Design store_buffer, sky130hd; sources not shown.
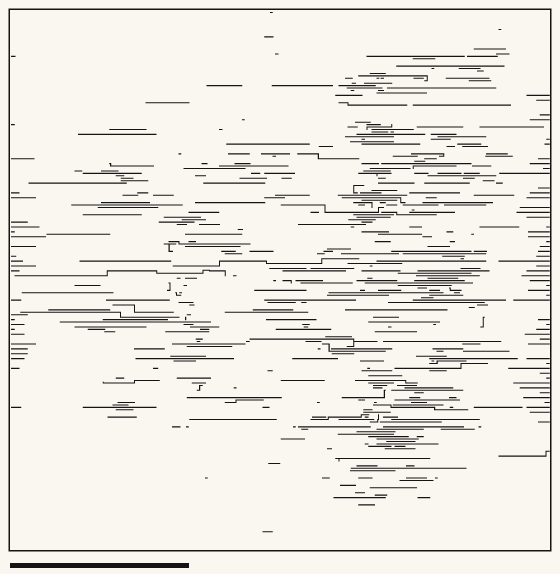
Fig. 1. The metal 3 layer.
Bar = 50 um.
nets with wire on the layer: 305
main direction: horizontal
longest straight run: 41.9 um
share of all routed wire: 10%
wire length on this layer: 3980 um
Via Count: 9772
DRT Wirelength: 38600 um
met3 usage: 5.79%

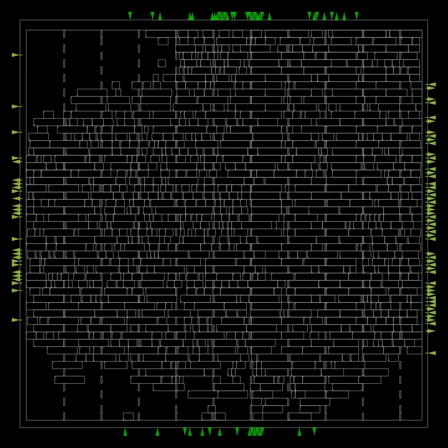
Fig. 2. Placed standard cells.
row count: 53
post-layout util: 75.5%
tap cells: 275
Seq area share: 29.9%
Core ar.: 0.0211 sq mm

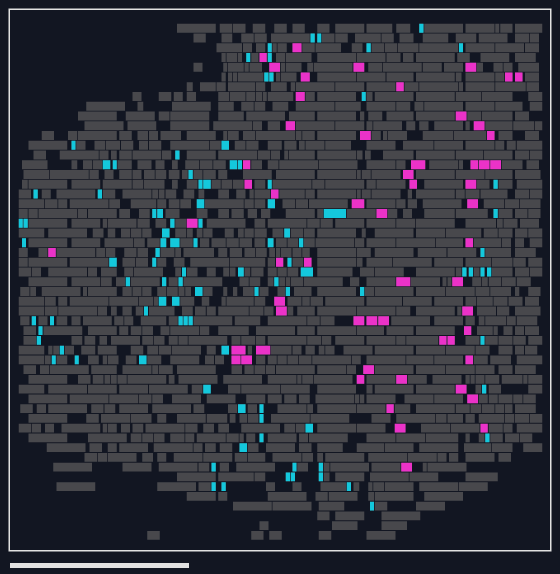
Fig. 3. Logic cells by family.
Bar = 50 um.
| family | colour | cells | most used |
|---|---|---|---|
| and/or cells | magenta | 58 | and4_1 |
| nand cells | cyan | 98 | nand2_1 |
logic share of the area: 45.8%
Commonest Layout Cell: buf_4
Finished Layout Cells: 1431

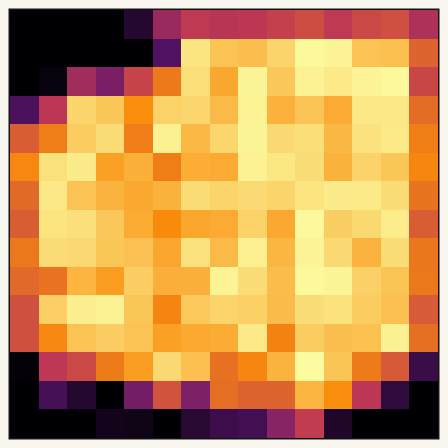
Fig. 4. Cell density map.
15 x 15 tiles, from black (low) to pale yellow (high), 0 to 100% covered.
nearly empty tiles: 9.3%
mean over tiles: 69%
tiles over 75% full: 59%
FP Util: 55.1%

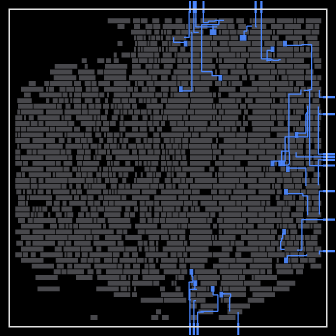
Fig. 5. Wires at chosen ports, followed through buffers.
| port | colour | bits | direction | end cells | buffers | wire |
|---|---|---|---|---|---|---|
| dm_wdata | blue | 19 | output | 19 | 19 | 682 um |
I/O pin cnt: 124
port bufs: 123

==> impl_metrics.tcl <==
# yosys + openroad results
set metrics [dict create \
    clockBufferCount 18 \
    dieArea_sq_mm 0.0227 \
    hold_buffers 0 \
    failed_checks "negative setup slack" \
    grt_start_max_net_pins 40 \
    crit_fanout 7 \
    cap_violations 0 \
    skew_ns 0.0589 \
    ys_seq_share_pct 40.9 \
    logic_family "multiplexers" \
    p_sw_mw 1.72 \
    clock_power_share_pct 18.3 \
    nNonClkBuffers 301 \
    hold_viol_final 0 \
    design.seq.count 161 \
    p_comb_mw 1.86 \
    power-top-group "registers" \
    ys_sh_simple_pct 10.8 \
    clk_path_buf_depth 2 \
    clk_latency_ns 0.82 \
    async_reset_ff_share_pct 0 \
    cellLeakagePower_nw 5.48 \
    power_clock_mw 0.847 \
    fmax_mhz 189 \
    dominant_cells "combinational gates" \
    fin_nets 1209 \
    netlist_instances 911 \
    dr_wl_met2_um 19400 \
    cts_resized 85 \
    cts_root_buffer "clkbuf_2" \
    rsz0062_at_grt "true" \
    critical_path_required_ns 3.15 \
    adder_share_pct 0.862 \
    aoi_share_pct 7.63 \
    grt_antenna_before_repair 1 \
    vias_per_cell 6.83 \
    final_layout_size_suffix_gt1_share_pct 46.0 \
    synthXorXnorAreaFrac_pct 5.81 \
    synth.distinct_cells 59 \
    cts_made_buffers 17 \
    setup-violations-final 19 \
    track_usage_pct 31.9 \
    slew_headroom_pct 55.4 \
    netlist.area_leader.share_pct 39.3 \
    dieWidth_um 151 \
    clock_sinks 161 \
    diodes 3 \
    nMultiInputCombCells 630 \
    nFillCells 1158 \
    dr_wl_met3_um 3980 \
    grt_pass1_vias 9731 \
    reg2reg_depth 8 \
    grt_pass1_wl_um 54400 \
    power_density_mw_per_mm2 291 \
    p_int_mw 2.92 \
    yosysCellCount 911 \
    fp_nets 980 \
    status "complete, but fails checks" \
    worstSetupPathType "reg -> out" \
    drtAntennaViolNets 0 \
    synth_area_sq_mm 0.0116 \
    clkCellAreaFrac_pct 1.39 \
    largest_area_cell "edfxtp_1" \
    ys_sh_mux_pct 29.4 \
    regArea_sq_mm 0.00476 \
    highest_layer "met4" \
    timing.final.ws_setup_ns -1.10 \
    enable_flop_cells 152 \
    ys_area_sq_mm 0.0116 \
    synthTopCellsByArea "edfxtp_1, mux4_2, mux2i_1, xnor2_1, nand2_1" \
    max_slew.worst_pin.slew_ns 0.669 \
    grt-busiest-layer "met2" \
]
critical path: stages (launching register included):
cell,delay (ns)
dfxtp_4,0.44
buf_12,0.13
buf_4,0.14
mux4_2,0.51
xnor2_1,0.20
nand4_1,0.20
a2111o_1,0.35
buf_4,0.15
nor3_4,0.27
buf_6,0.18
buf_12,0.14
nor4b_2,0.07
buf_4,0.17
o31ai_4,0.28
a21oi_4,0.08
buf_6,0.15
through the flow:
stage	worst slack (ns)	instances	power [mW]	TNS (ns)	cell area, sq um
after detailed placement	-1.04	1365	3.66	-18.32	14800
after floorplan	-0.300	911	3.02	-8.50	12200
after CTS	-0.983	1408	4.51	-17.29	15500
final	-1.10	1431	4.63	-19.53	15900
after global placement	-0.925	1365	3.61	-16.92	14800
after global routing	-1.20	1430	4.77	-22.11	15900
No activity file was given, so power comes from the tool's default toggle rates.
